--- src/rtl/ledger_reader.sv ---
// ledger_reader: fetches one 48-bit ledger record over the shared RAM port and converts the selected balance field to packed BCD.
// Define LEDGER_READER_SEG_EN to add the registered 7-segment output hex_seg.
module ledger_reader #(
  parameter int ADDR_WIDTH   = 4,
  parameter int READ_LATENCY = 2,
  parameter int FIELD_WIDTH  = 24
) (
  input  logic                  clock,
  input  logic                  resetn,
  input  logic                  start_read,
  input  logic [ADDR_WIDTH-1:0] read_addr,
  input  logic                  field_sel,
  input  logic                  mem_grant,
  input  logic [47:0]           mem_data,
  output logic                  mem_req,
  output logic [ADDR_WIDTH-1:0] mem_address,
  output logic                  mem_rden,
  output logic                  busy,
  output logic                  done,
  output logic [47:0]           record_out,
  output logic [31:0]           bcd_out,
`ifdef LEDGER_READER_SEG_EN
  output logic [55:0]           hex_seg,
`endif
  output logic [2:0]            state_dbg
);
  typedef enum logic [2:0] {S_IDLE, S_REQ, S_ADDR, S_WAIT, S_CONVERT, S_DONE} state_t;

  localparam int SW = 32 + FIELD_WIDTH;
  localparam int CW = $clog2(FIELD_WIDTH + READ_LATENCY + 1);

  state_t                state_q, state_d;
  logic [ADDR_WIDTH-1:0] addr_q, addr_d;
  logic [ADDR_WIDTH-1:0] mem_address_q, mem_address_d;
  logic                  sel_q, sel_d;
  logic [CW-1:0]         cnt_q, cnt_d;
  logic [SW-1:0]         shift_q, shift_d, shift_nxt;
  logic [47:0]           record_q, record_d;
  logic [31:0]           bcd_q, bcd_d;

  // One double-dabble step on {bcd, binary}: correct digits >= 5, then shift.
  always_comb begin
    shift_nxt = shift_q;
    for (int i = 0; i < 8; i++) begin
      if (shift_nxt[FIELD_WIDTH+4*i +: 4] >= 4'd5)
        shift_nxt[FIELD_WIDTH+4*i +: 4] = shift_nxt[FIELD_WIDTH+4*i +: 4] + 4'd3;
    end
    shift_nxt = shift_nxt << 1;
  end

  always_comb begin
    state_d       = state_q;
    addr_d        = addr_q;
    sel_d         = sel_q;
    mem_address_d = mem_address_q;
    cnt_d         = cnt_q;
    shift_d       = shift_q;
    record_d      = record_q;
    bcd_d         = bcd_q;
    mem_req       = 1'b0;
    mem_rden      = 1'b0;
    busy          = 1'b1;
    done          = 1'b0;
    unique case (state_q)
      S_IDLE: begin
        busy = 1'b0;
        if (start_read) begin
          addr_d  = read_addr;
          sel_d   = field_sel;
          state_d = S_REQ;
        end
      end
      S_REQ: begin
        mem_req = 1'b1;
        if (mem_grant) begin
          mem_address_d = addr_q;
          state_d       = S_ADDR;
        end
      end
      S_ADDR: begin
        mem_req  = 1'b1;
        mem_rden = 1'b1;
        cnt_d    = '0;
        state_d  = S_WAIT;
      end
      S_WAIT: begin
        // A revoked grant here is the arbiter's fault; the read still completes.
        mem_req = 1'b1;
        if (cnt_q == CW'(READ_LATENCY - 1)) begin
          record_d = mem_data;
          shift_d  = {32'd0, sel_q ? mem_data[FIELD_WIDTH +: FIELD_WIDTH]
                                   : mem_data[0 +: FIELD_WIDTH]};
          cnt_d    = '0;
          state_d  = S_CONVERT;
        end else begin
          cnt_d = cnt_q + 1'b1;
        end
      end
      S_CONVERT: begin
        shift_d = shift_nxt;
        cnt_d   = cnt_q + 1'b1;
        if (cnt_q == CW'(FIELD_WIDTH - 1)) begin
          bcd_d   = shift_nxt[SW-1 -: 32];
          state_d = S_DONE;
        end
      end
      S_DONE: begin
        done    = 1'b1;
        state_d = S_IDLE;
      end
      default: state_d = S_IDLE;
    endcase
  end

  always_ff @(posedge clock or negedge resetn) begin
    if (!resetn) begin
      state_q       <= S_IDLE;
      addr_q        <= '0;
      sel_q         <= 1'b0;
      mem_address_q <= '0;
      cnt_q         <= '0;
      shift_q       <= '0;
      record_q      <= '0;
      bcd_q         <= '0;
    end else begin
      state_q       <= state_d;
      addr_q        <= addr_d;
      sel_q         <= sel_d;
      mem_address_q <= mem_address_d;
      cnt_q         <= cnt_d;
      shift_q       <= shift_d;
      record_q      <= record_d;
      bcd_q         <= bcd_d;
    end
  end

  assign mem_address = mem_address_q;
  assign record_out  = record_q;
  assign bcd_out     = bcd_q;
  assign state_dbg   = state_q;

`ifdef LEDGER_READER_SEG_EN
  logic [55:0] hex_q, hex_d;

  function automatic logic [6:0] seg7(input logic [3:0] d);
    case (d)
      4'd0: seg7 = 7'h40;
      4'd1: seg7 = 7'h79;
      4'd2: seg7 = 7'h24;
      4'd3: seg7 = 7'h30;
      4'd4: seg7 = 7'h19;
      4'd5: seg7 = 7'h12;
      4'd6: seg7 = 7'h02;
      4'd7: seg7 = 7'h78;
      4'd8: seg7 = 7'h00;
      4'd9: seg7 = 7'h10;
      default: seg7 = 7'h7F;
    endcase
  endfunction

  // Blank zeros from the top digit down until the first nonzero; digit 0 always shows.
  function automatic logic [55:0] seg_word(input logic [31:0] b);
    logic lead;
    seg_word = '0;
    lead     = 1'b1;
    for (int i = 7; i >= 0; i--) begin
      if (i != 0 && lead && b[4*i +: 4] == 4'd0) begin
        seg_word[7*i +: 7] = 7'h7F;
      end else begin
        lead               = 1'b0;
        seg_word[7*i +: 7] = seg7(b[4*i +: 4]);
      end
    end
  endfunction

  always_comb begin
    hex_d = hex_q;
    if (state_q == S_CONVERT && cnt_q == CW'(FIELD_WIDTH - 1))
      hex_d = seg_word(shift_nxt[SW-1 -: 32]);
  end

  always_ff @(posedge clock or negedge resetn) begin
    if (!resetn) hex_q <= {{7{7'h7F}}, 7'h40};
    else         hex_q <= hex_d;
  end

  assign hex_seg = hex_q;
`endif
endmodule

--- config.mk ---
export PLATFORM = sky130hd
export DESIGN_NAME = ledger_reader
export DESIGN_NICKNAME = d
export VERILOG_FILES = /design/src/rtl/ledger_reader.sv
export SDC_FILE = /design/constraint.sdc
export NUM_CORES = 1
export LEC_CHECK = 0
export ABC_AREA = 1
export ABC_CLOCK_PERIOD_IN_PS = 1350
export CELL_PAD_IN_SITES_DETAIL_PLACEMENT = 1
export CELL_PAD_IN_SITES_GLOBAL_PLACEMENT = 2
export CORE_MARGIN = 8
export CORE_UTILIZATION = 27
export CTS_BUF_LIST = sky130_fd_sc_hd__clkbuf_4 sky130_fd_sc_hd__clkbuf_8 sky130_fd_sc_hd__clkbuf_16
export DETAILED_ROUTE_END_ITERATION = 12
export GPL_ROUTABILITY_DRIVEN = 0
export GPL_TIMING_DRIVEN = 0
export PLACE_DENSITY_LB_ADDON = 0.1
export SYNTH_ARGS = -nofsm -noshare
export SYNTH_HDL_FRONTEND = slang
export SYNTH_SLANG_ARGS = --single-unit
--- constraint.sdc ---
create_clock -name clock -period 1.35 [get_ports clock]
set_input_delay 0.135 -clock clock [delete_from_list [all_inputs] [get_ports clock]]
set_output_delay 0.135 -clock clock [all_outputs]
set_load 0.01 [all_outputs]
**Run 1: a small window of the routed layout**

Window x 77 to 102, y 77 to 102 um. Cells in gray, sequential cells in the stronger gray; small squares are vias.
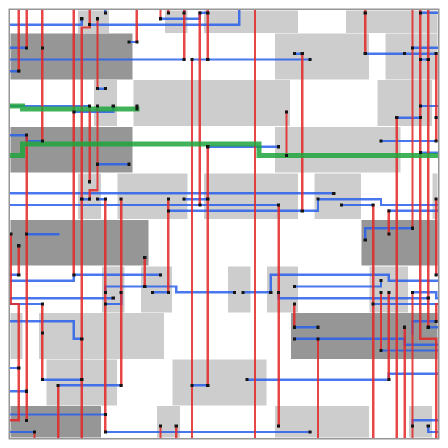
met1 -> blue
met2 -> red
met3 -> green
sequential cells in the window = 5
most frequent = nand2_1 (5), dfrtp_1 (5), buf_8 (4)
cells with their middle in the window = 25
netlist names of flops here include = `shift_q` (4), `cnt_q` (1)

**Run 1: clock nets**

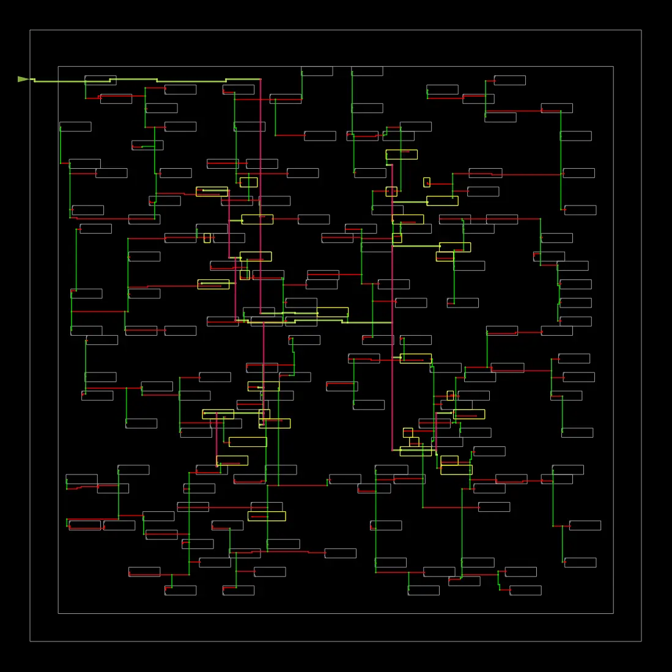
power drawn by the clock network: 0.00487 W
total of clock buffers placed in the layout: 20
flip-flops: 153
Inserted Clock Buffers: 17

**Run 1: cells colored by class**

(2 px per um) Fill, decap, tap and diode cells in gray.
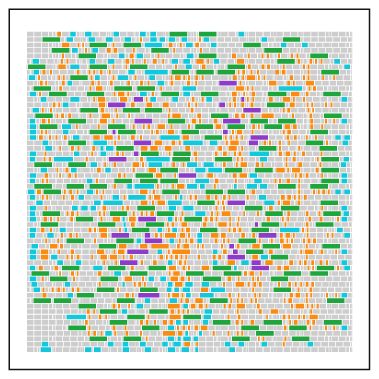
clock drivers and dummy loads -> purple  # cells 31, share of their area 5.5%
other buffers and delay cells -> cyan  # cells 231, share of their area 23%
flip-flops -> green  # cells 153, share of their area 36%
all other logic -> orange  # cells 714, share of their area 36%
Core Area: 26100 um2
final design area excluding fillers: 11200 um2
register fraction of the total cell area: 34.3%
cell row count: 59
final design utilization: 42.8%

**Run 1: routed clock nets over the placement**

(3 px per um)
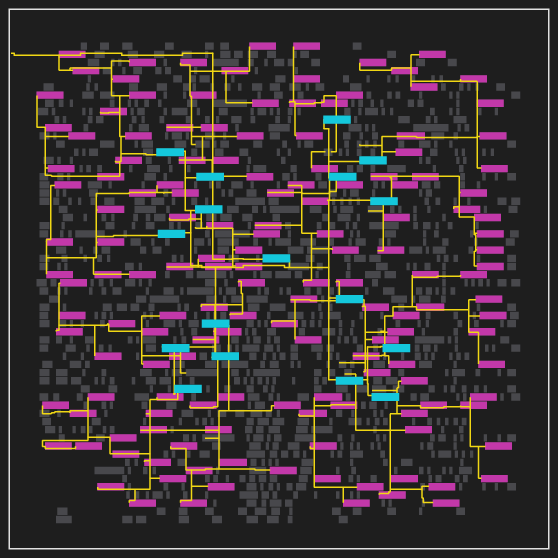
cells driving clock nets -> cyan  # count 17
clock wires -> yellow  # length 2440 um
flip-flops -> magenta  # count 153
routed clock nets = 18
flops lie = widely spread
fraction of power consumed by the clock network: 20.5%
Latency at later pin: 430 ps
Final Skew: 12.4 ps

==> Implementation_results.wiki, run 1 <==
=== Synthesis and place and route ===
{| class="wikitable"
! Metric !! Value
|-
| Remaining antenna violation count || 0
|-
| Required time worst endpoint || around 1700 ps
|-
| Int Power || around 0.014 W
|-
| Status || complete, but fails checks
|-
| CP max stage delay || around 390 ps
|-
| Crit. End Element || flop
|-
| Met2 WL || ~12000 um
|-
| Count of final setup violators || about 140
|-
| Final #Nets || between 1000 and 1500
|-
| Main flop type after synthesis || sky130_fd_sc_hd__dfrtp_1
|-
| Commonest cells after routing, fill and taps aside || sky130_fd_sc_hd__nand2_1, sky130_fd_sc_hd__dfrtp_1, sky130_fd_sc_hd__dlygate4sd2_1
|-
| Clock period minus worst slack || roughly 1700 ps
|-
| Setup repair after global routing missed its margin || yes
|-
| Number of DRC markers after the initial detailed-route iteration || 149
|-
| Top post-synthesis cells by count || sky130_fd_sc_hd__nand2_1, sky130_fd_sc_hd__dfrtp_1, sky130_fd_sc_hd__inv_1, sky130_fd_sc_hd__nand3_1, sky130_fd_sc_hd__o21ai_0
|-
| Slew Limit Fails || 0
|-
| Antenna violations before repair || 1
|-
| Largest delay contributor family on the critical path || buffers and inverters
|-
| Synth top area share || ~53%
|-
| Violations in the final reports || negative setup slack
|-
| PnR worst setup slack || -332 ps
|-
| Proportion of total power due to net switching || 39.7%
|-
| Global-route track usage on met2 || roughly 27%
|}
==> run 1: stage by stage <==
stage / cells / TNS (ps) / hold slack [ps]
4_1_cts: 1456 / -31210 / 255
2_1_floorplan: 903 / -9530 / -161
3_5_place_dp: 1386 / -53120 / 171
3_3_place_gp: 1385 / -1107400 / 455
6_report: 1464 / -33790 / 275
5_1_grt: 1464 / -48230 / 272
==> run 1: layout make-up <==
type | instances | area share, %
buffer | 34 | 3.75
timing repair buffer | 197 | 18.5
inverter | 83 | 2.99
tap | 335 | 3.75
sequential | 153 | 34.3
clock buffer | 20 | 4.17
clock inverter | 11 | 1.10
multi-input combinational | 631 | 31.4
==> run 1: registers in the layout, summed over array words and instances, names as in the netlist <==
signal	cells
addr_q	4
bcd_out	32
cnt_q	5
mem_address	4
record_out	48
sel_q	1
shift_q	56
state_dbg	3
**Run 1: placement density heat map**

(1.5 px per um) The die is cut into 18 by 18 equal tiles; black is low, pale yellow is high, 0 to 100% covered.
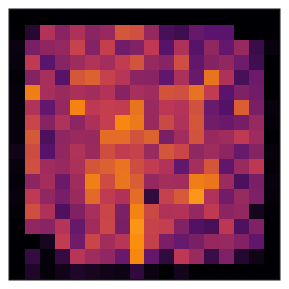

==> inputs of run 2 (changes only) <==
- ABC_CLOCK_PERIOD_IN_PS: 1350 -> 1600
- CORE_UTILIZATION: 27 -> 30
- clock period: 1.35 -> 1.6 ns (I/O delays scaled with it)
**Run 2: placement density heat map**

(1.5 px per um) The die is cut into 17 by 17 equal tiles; black is low, pale yellow is high, 0 to 100% covered.
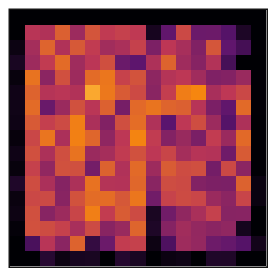
fullest tile = 81%
nearly empty tiles = 14%
tiles over 75% full = 0.30%
mean over tiles = 37%
densest ninth of the die = middle
final design utilization: 47.6%
Core Area: 23500 um2
fp util: 30.6%

**Run 2: cells colored by class**

(2 px per um) Fill, decap, tap and diode cells in gray.
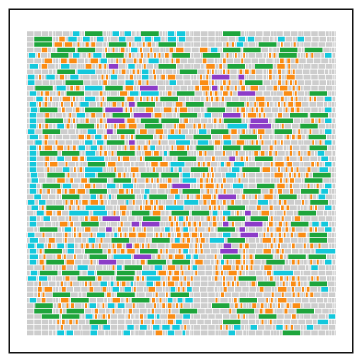
other buffers and delay cells -> cyan  # cells 219, share of their area 23%
clock drivers and dummy loads -> purple  # cells 32, share of their area 5.4%
flip-flops -> green  # cells 153, share of their area 35%
all other logic -> orange  # cells 714, share of their area 36%
final design area excluding fillers: 11200 um2
cell row count: 56
register fraction of the total cell area: 34.2%

**Run 2: a small window of the routed layout**

Window x 73 to 98, y 73 to 98 um. Cells in gray, sequential cells in the stronger gray; small squares are vias.
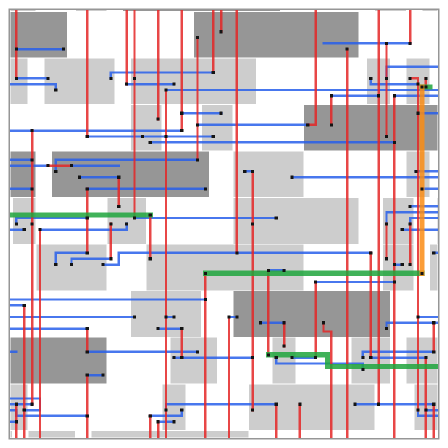
met4 -> orange
met2 -> red
met3 -> green
met1 -> blue
netlist names of flops here include = `shift_q` (4), `state_dbg` (1)
most frequent = nand2_1 (6), dfrtp_1 (4), buf_12 (3)
sequential cells in the window = 5
cells with their middle in the window = 28

==> Implementation_results.wiki, run 2 <==
=== Synthesis and place and route ===
{| class="wikitable"
! Metric !! Value
|-
| Number of non-clock buffers || 219 (-5.2%)
|-
| Post-cts gate resize count || approximately 140
|-
| Power drawn by the clock network || 0.00412 W (-15%)
|-
| Clock period minus worst slack || 1650 ps (-29.1 ps)
|-
| Fraction of power consumed by the clock network || 19.8% (-0.7 points)
|-
| Remaining antenna violation count || 0 (unchanged)
|-
| Antenna violations before repair || 0 (-1)
|-
| R2r setup slk || -50 ps
|-
| Max FFs per register || 56 (unchanged)
|-
| GRT Resource Usage Total || 16.9%
|-
| Logic depth of the worst register-to-register path || 11
|-
| Tap cells || 319 (-4.8%)
|-
| Clk tree area frac || 5.24% (-0.028 points)
|-
| Hold_ws || 297 ps (+22.2 ps)
|-
| Fraction of area in multi-input gates || 31.9% (+0.51 points)
|-
| Global-route track usage on met2 || 28.4% (+1.1 points)
|-
| Proportion of total power due to net switching || 39.9% (+0.14 points)
|-
| Number of DRC markers after the initial detailed-route iteration || 186 (+25%)
|-
| Main flop type after synthesis || sky130_fd_sc_hd__dfrtp_1
|-
| Top logic family || simple AND/OR/NAND/NOR gates
|-
| Multi-input gates || 631 (unchanged)
|-
| Largest delay contributor family on the critical path || buffers and inverters
|-
| Commonest cells after routing, fill and taps aside || sky130_fd_sc_hd__nand2_1, sky130_fd_sc_hd__dfrtp_1, sky130_fd_sc_hd__clkdlybuf4s50_1
|-
| Main power group || combinational logic
|-
| Cell type with the highest aggregate area in the netlist || sky130_fd_sc_hd__dfrtp_1
|-
| CP max stage delay || 400 ps (about the same)
|-
| Cell class ranked first by area || flip-flops and latches
|-
| Final Skew || 18.1 ps (+5.70 ps)
|-
| Synth top area share || 53.2% (unchanged)
|-
| PnR worst setup slack || -53.0 ps (+279 ps)
|-
| Met2 WL || 12000 um (-1.3%)
|-
| Mux cell area share after synthesis || less than 1%
|-
| Required time worst endpoint || 1920 ps (+220 ps)
|-
| Number of global-route vias before repair || roughly 7000
|-
| Count of final setup violators || 80 (-44%)
|-
| Status || complete, but fails checks
|-
| Flip-flops || 153 (unchanged)
|-
| Signal buffers share of area || 22.3% (-0.028 points)
|-
| Violations in the final reports || negative setup slack
|-
| Most flop-heavy register || shift_q
|-
| Total of clock buffers placed in the layout || 18 (-10%)
|-
| Final #Nets || 1180 (-1.0%)
|-
| Crit. End Element || flop
|-
| Top post-synthesis cells by count || sky130_fd_sc_hd__nand2_1, sky130_fd_sc_hd__dfrtp_1, sky130_fd_sc_hd__inv_1, sky130_fd_sc_hd__nand3_1, sky130_fd_sc_hd__o21ai_0
|-
| Inserted Clock Buffers || 17 (unchanged)
|-
| First-pass iteration count of the detailed router || 4
|}
## run 2: cell types whose count changed in the layout (fill, tap and decap cells not counted), sizes merged, moves of 4 or more
cell / previous run / this run
buf: 73 / 56
clkdlybuf4s50: 55 / 118
clkinvlp: 4 / 0
dlygate4sd2: 85 / 2
dlymetal6s2s: 0 / 22
inv: 82 / 93
## run 2: metrics by stage
| step | cell area (um2) | cells | worst slack [ps] | TNS, ps |
|---|---|---|---|---|
| floorplan | 7200 | 903 | 119 | 0 |
| global placement | 9070 | 1369 | -6580 | -1024150 |
| detailed placement | 9110 | 1370 | -308 | -21430 |
| finish | 11200 | 1437 | -53.0 | -1640 |
| global route | 11200 | 1437 | -126 | -10350 |
| CTS | 10400 | 1430 | -161 | -10320 |
Power figures rest on the tool's default switching activity, not on a simulated workload.
